[src/rtl/controlador_motores_n.sv]
`timescale 1ns/1ps
// Purpose : N-motor enable sequencer: one-hot rotation (alternating) or cumulative staggered start.
// Latency : start and stop act on the same CLK edge that samples ARRANQUE; MOTOR/OCUPADO are registered.
// Backpr. : none; ARRANQUE is a level request. It is ignored while a soft stop is in progress.
//
// Ports:
//   CLK      in   rising-edge clock
//   REINICIO in   asynchronous active-high reset
//   ARRANQUE in   run request (level)
//   MODO     in   0 = alternating, 1 = staggered all-on (latched at start)
//   MOTOR    out  [N_MOTORES-1:0] motor enables
//   OCUPADO  out  high whenever the sequencer is not idle
// Build option: define PARADA_SUAVE_EN for the soft stop (motors released one by one,
// highest first). Without it every stop clears all motors on the stop edge.
module controlador_motores_n #(
   parameter int N_MOTORES      = 2,
   parameter int CICLOS_TURNO   = 4,
   parameter int CICLOS_ESCALON = 2
) (
   input  logic                 CLK,
   input  logic                 REINICIO,
   input  logic                 ARRANQUE,
   input  logic                 MODO,
   output logic [N_MOTORES-1:0] MOTOR,
   output logic                 OCUPADO
);

   typedef enum logic [2:0] {
      REPOSO,
      ALTERNAR,
      ESCALONAR,
      TODOS,
      PARADA
   } estado_t;

   // Terminal counts: the counter runs 0..FIN, so a bit holds for FIN+1 cycles.
   localparam logic [7:0] TURNO_FIN   = 8'(CICLOS_TURNO - 1);
   localparam logic [7:0] ESCALON_FIN = 8'(CICLOS_ESCALON - 1);
   localparam logic [N_MOTORES-1:0] MOTOR_TODOS = '1;
   localparam logic [N_MOTORES-1:0] MOTOR_UNO   = {{(N_MOTORES-1){1'b0}}, 1'b1};

   estado_t                estado_q, estado_d;
   logic [N_MOTORES-1:0]   motor_q, motor_d;
   logic [7:0]             cnt_q, cnt_d;
   logic                   modo_q, modo_d;
   logic                   ocupado_q, ocupado_d;

   always_ff @(posedge CLK or posedge REINICIO) begin
      if (REINICIO) begin
         estado_q  <= REPOSO;
         motor_q   <= '0;
         cnt_q     <= '0;
         modo_q    <= 1'b0;
         ocupado_q <= 1'b0;
      end else begin
         estado_q  <= estado_d;
         motor_q   <= motor_d;
         cnt_q     <= cnt_d;
         modo_q    <= modo_d;
         ocupado_q <= ocupado_d;
      end
   end

   always_comb begin
      estado_d = estado_q;
      motor_d  = motor_q;
      cnt_d    = cnt_q;
      modo_d   = modo_q;

      case (estado_q)
         REPOSO: begin
            motor_d = '0;
            cnt_d   = '0;
            if (ARRANQUE) begin
               modo_d   = MODO;
               motor_d  = MOTOR_UNO;
               estado_d = MODO ? ESCALONAR : ALTERNAR;
            end
         end

         ALTERNAR, ESCALONAR, TODOS: begin
            if (!ARRANQUE) begin
               cnt_d = '0;
`ifdef PARADA_SUAVE_EN
               if (modo_q) begin
                  // Enabled bits are always a contiguous run from bit 0,
                  // so dropping the highest one is a right shift.
                  motor_d  = motor_q >> 1;
                  estado_d = ((motor_q >> 1) == '0) ? REPOSO : PARADA;
               end else begin
                  motor_d  = '0;
                  estado_d = REPOSO;
               end
`else
               motor_d  = '0;
               estado_d = REPOSO;
`endif
            end else if (!modo_q) begin
               if (cnt_q == TURNO_FIN) begin
                  motor_d = {motor_q[N_MOTORES-2:0], motor_q[N_MOTORES-1]};
                  cnt_d   = '0;
               end else begin
                  cnt_d = cnt_q + 8'd1;
               end
            end else if (estado_q == ESCALONAR) begin
               if (cnt_q == ESCALON_FIN) begin
                  motor_d = {motor_q[N_MOTORES-2:0], 1'b1};
                  cnt_d   = '0;
                  if ({motor_q[N_MOTORES-2:0], 1'b1} == MOTOR_TODOS)
                     estado_d = TODOS;
               end else begin
                  cnt_d = cnt_q + 8'd1;
               end
            end
            // TODOS with ARRANQUE high: hold all ones, counter idle.
         end

         PARADA: begin
`ifdef PARADA_SUAVE_EN
            // ARRANQUE deliberately not examined: a soft stop always completes.
            if (cnt_q == ESCALON_FIN) begin
               motor_d = motor_q >> 1;
               cnt_d   = '0;
               if ((motor_q >> 1) == '0)
                  estado_d = REPOSO;
            end else begin
               cnt_d = cnt_q + 8'd1;
            end
`else
            motor_d  = '0;
            cnt_d    = '0;
            estado_d = REPOSO;
`endif
         end

         default: begin
            motor_d  = '0;
            cnt_d    = '0;
            estado_d = REPOSO;
         end
      endcase

      ocupado_d = (estado_d != REPOSO);
   end

   assign MOTOR   = motor_q;
   assign OCUPADO = ocupado_q;

endmodule
[config.mk]
export PLATFORM = sky130hd
export DESIGN_NAME = controlador_motores_n
export DESIGN_NICKNAME = d
export VERILOG_FILES = /design/src/rtl/controlador_motores_n.sv
export SDC_FILE = /design/constraint.sdc
export NUM_CORES = 1
export LEC_CHECK = 0
export CAP_MARGIN = 15
export CORE_MARGIN = 2
export CORE_UTILIZATION = 30
export DETAILED_ROUTE_END_ITERATION = 10
export GPL_TIMING_DRIVEN = 1
export PLACE_DENSITY_LB_ADDON = 0.25
export SYNTH_ARGS = -nofsm -noshare
export SYNTH_HDL_FRONTEND = slang
export SYNTH_SLANG_ARGS = --single-unit
export TNS_END_PERCENT = 1
[constraint.sdc]
create_clock -name CLK -period 5.6 [get_ports CLK]
set_input_delay 0.56 -clock CLK [delete_from_list [all_inputs] [get_ports CLK]]
set_output_delay 0.56 -clock CLK [all_outputs]
set_load 0.1 [all_outputs]
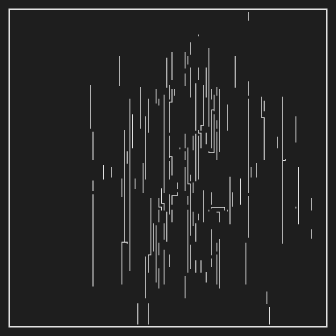
**Above:** met2 routing.
The longest straight run is 29.9 um. The wires run mostly vertical. The layer holds 44% of the routed length. The layer carries 604 um of wire.
overall via count from detail_route: 573
detailed-route wire length: 1.38 mm
met2 GRT Util: 0.173

==> results.md <==
| Group | Metric | Value |
|:---|:---|:---|
| timing | Total count of max-transition violations in the final report | 0 |
| worst setup path | Buffers plus inverters on the worst setup path | 1 |
| detailed routing | Number of DRC violations after detailed routing | 0 |
| clock network | TritonCTS buffer count | 3 |
| worst setup path | R2R Path End | MOTOR[0]$_DFFE_PP0P_ |
| timing | Normalized max-slew margin | 0.358 |
| min path | Kind of path behind the tightest hold check | register to register |
| logic synthesis | Most popular library cell in the synthesized design by count | nor2_1 |
| grt | Number of global-route vias before repair | 533 |
| min path | Worst-case hold path end point | cnt_q[0]$_DFFE_PP0P_ |
| detailed routing | Met1 Wirelength | 682 um |
| timing | Post-route setup slack | 3.19 ns |
| placement | Number of buffer cells added on primary ports | 6 |
| clock network | Register clock-pin slew on the reported worst setup and hold paths | 0.09 ns |
| clock network | Number of gates given a new drive strength after cts | 0 |
| grt | GRT Total Usage | 0.112 |
| logic synthesis | Top FF cell, synth | dfrtp_1 |
| worst setup path | Data arrival time of the worst path | 1.85 ns |
| logic synthesis | Post-Synth Adder-Cell Area | 0.0318 |
| placement | Placer congestion estimate | 0.791 |
| grt | Initial antenna violation count | 0 |
| detailed routing | Antenna-violating nets left | 0 |
| min path | WHS Path Cells | 1 |
| finish | Nets@finish | 95 |
| worst setup path | Highest fanout seen on the critical path | 4 |
| logic synthesis | Library cell occupying the most area in the post-synthesis netlist | dfrtp_1 |
| placement | Instance area after placement | 871 sq um |
| pwr | Maximum vdd drop | 0.101 mV |
| logic synthesis | Xor+xnor area frac | 0.0669 |
| clock network | CTS tree | built |
| timing | Unrepaired setup endpoints after global routing | no |
| finish | Dominant logic cell type in the layout | nor2_1 |
| finish | Area taken by flip-flops and latches | 375 sq um |
| timing | Final hold violation count | 0 |
| run | Log Warnings | 27 |
| worst setup path | Source of the worst register-to-register timing path | cnt_q[1]$_DFFE_PP0P_ |
| logic synthesis | Async set-reset flop share out of synthesis | 1.00 |
| worst setup path | Logic depth of the worst path, buffers included | 1 |
| worst setup path | Capture point of the worst path | MOTOR[0] |
| logic synthesis | Biggest area contributors in the synthesized netlist | dfrtp_1 (48%), nor2_1 (7.6%), xnor2_1 (3.3%) |
| detailed routing | Avg Vias per Cell | 4.86 |
| timing | Minimum period implied by the final worst setup slack | 2.41 ns |
| logic synthesis | Post-synthesis share of cell area spent on and-or and or-and gates | 0.0685 |
| logic synthesis | Share of synthesized cell area in and, or, nand and nor gates | 0.247 |
| placement | DP Wirelength | 1.01 mm |
| finish | Share of final-layout standard cells stronger than drive strength 1 | 0.0909 |
| outcome | Result of the run | finished, final reports clean |
| pwr | Power Dens Cells | 231 nW/um^2 |
| timing | Final Setup Violations | 0 |
| clock network | Number of buffers inserted by hold repair at cts | 0 |
| timing | Sum of negative setup slack | 0 ns |
| worst setup path | WP data required | 5.04 ns |
| worst setup path | Endpoint class of the critical path | output port |
| worst setup path | Reg2reg setup slack | 3.74 ns |
| timing | Minimum hold slack | 0.540 ns |
| logic synthesis | Flip-flops with a built-in enable | 0 |
| worst setup path | Slowest stage cell, crit path | clkdlybuf4s50_1 |
| logic synthesis | Syn. warnings | 0 |
| logic synthesis | Yosys cell count | 80 |
| worst setup path | Critical setup path kind | register to output port |
| die | Die width | 55.2 um |
| logic synthesis | Mux cell area share after synthesis | 0.0589 |
| finish | N_diodes | 0 |
| worst setup path | Cells along the critical path | clkdlybuf4s50_1 |
| clock network | # clock sinks | 15 |
| timing | Clock Skew | 0.00130 ns |
| grt | First-pass GRT wire length | 2.34 mm |
| clock network | CTS H-Tree Depth | 1 |
| timing | Crit share post-route | 0.430 |
| pwr | Leak | 0.375 nW |
| detailed routing | Router iterations before antenna repair | 4 |
| finish | Max FFs per register | 8 |
| logic synthesis | Commonest cells in the synthesized netlist | nor2_1 (16), dfrtp_1 (15), inv_1 (6), nor3_1 (5), nand4_1 (4) |
| placement | Number of placed instances with taps included | 114 |
| pwr | Total Power | 207 uW |
| detailed routing | Length of routed met2 wiring | 603 um |
| logic synthesis | Number of nets in the synthesized netlist | 86 |
| finish | Area growth from synthesis to final layout | 14.2% |
| logic synthesis | Area reported by Yosys stat | 786 sq um |
| finish | Layout filler cell count | 266 |
| die | Die area | 3040 sq um |
| detailed routing | Count of routing violations after the opening detailed-route iteration | 3 |
| run | Max-cap violation count | 0 |
| die | Number of cell rows | 18 |
| clock network | Setup fix buffers added after clock tree synthesis | 0 |
| finish | Final instance area | 897 sq um |
| logic synthesis | Synthesized registers | 15 |
| worst setup path | Startpoint of the most critical setup path | MOTOR[0]$_DFFE_PP0P_ |
| die | Number of top-level pins | 7 |
| worst setup path | Critical Path Start Type | register |
| logic synthesis | Cell area after synthesis | 786 sq um |
| clock network | Bufs on Longest Clock Path | 2 |
| logic synthesis | Number of distinct library cell variants in the gate-level netlist after synthesis | 29 |
| finish | Layout Cells excl Fill | 118 |
| grt | Largest net degree at the start of global routing | 16 |
| detailed routing | Wirelength per Cell | 11.7 um |
| logic synthesis | Register share after synthesis | 0.478 |
| finish | Most frequent logic cells in the routed design | nor2_1 (16), dfrtp_1 (15), inv_1 (6), clkdlybuf4s50_1 (6), nor3_1 (5) |
| worst setup path | Worst reg2reg path depth | 6 |
| timing | Fmax achieved | 0.415 GHz |
| finish | Register with the highest flop count | cnt_q |
| timing | Transition at the pin with the smallest max-transition slack | 0.960 ns |
| clock network | Clock root buffer | clkbuf_4 |
| logic synthesis | Syn Inst Count | 80 |
| worst setup path | Delay of the slowest cell on the worst path | 1.15 ns |
| die | Die Y-Extent | 55.2 um |
| grt | Total overflow reported by the global router | 0 |
| logic synthesis | Top area contributor share | 0.478 |
| logic synthesis | Average footprint of a synthesized cell | 9.82 sq um |
| logic synthesis | Logic family by area | simple AND/OR/NAND/NOR gates |
| clock network | Clock Latency Late Sink | 0.30 ns |
| worst setup path | Gate family responsible for the most delay along the worst path | buffers and inverters |
| min path | Min-Delay Startpoint | cnt_q[0]$_DFFE_PP0P_ |
| detailed routing | Highest layer used for signal routing | met4 |
| finish | Comb. cell area | 375 sq um |
| placement | Pre-CTS setup slack | 3.51 ns |
| detailed routing | Met3 wire length | 41 um |
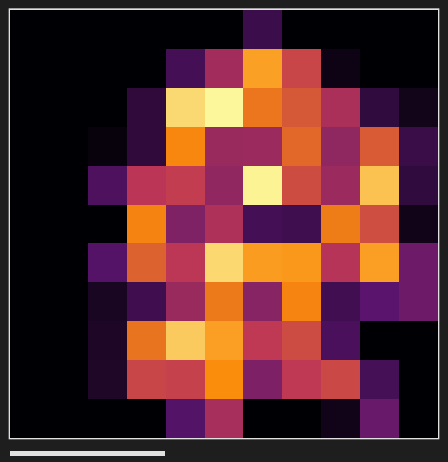
**Above:** placement density heat map.
Scale bar: 20 um. The die is cut into 11 by 11 equal tiles; black is low, pale yellow is high, 0 to 100% covered.
The densest ninth of the die: middle. The mean over all tiles is 28%. 9.9% of the tiles are over 75% full. The fullest tile reaches 98%.
end-of-flow core utilization: 0.362
core area: 2480 sq um
starting density of the core: 0.317

power breakdown:
part / internal, mW / total, mW / leakage, nW / switching, mW
clock: 0.0278 / 0.0648 / 0.0150 / 0.0370
sequential: 0.112 / 0.118 / 0.202 / 0.00586
combinational: 0.00892 / 0.0244 / 0.158 / 0.0155
per-layer routing:
metal / global-route usage / vias up
li1: - / 288
met1: 0.136 / 270
met2: 0.173 / 10
met3: 0.0242 / 5
met4: 0.0854 / 0
met5: 0 / -
final cells by class:
cell class,instances,area share
Sequential cell,15,0.418
Inverter,6,0.0251
Tap cell,30,0.0418
Clock buffer,4,0.0293
Timing Repair Buffer,6,0.0669
Multi-Input combinational cell,57,0.418
cells by family after synthesis:
family,after synthesis
compound gates,6
mux,4
buf+inv,8
simple gates,38
xor+xnor,6
fa+ha+maj,2
flops,15
other cells,1
Power figures rest on the tool's default switching activity, not on a simulated workload.
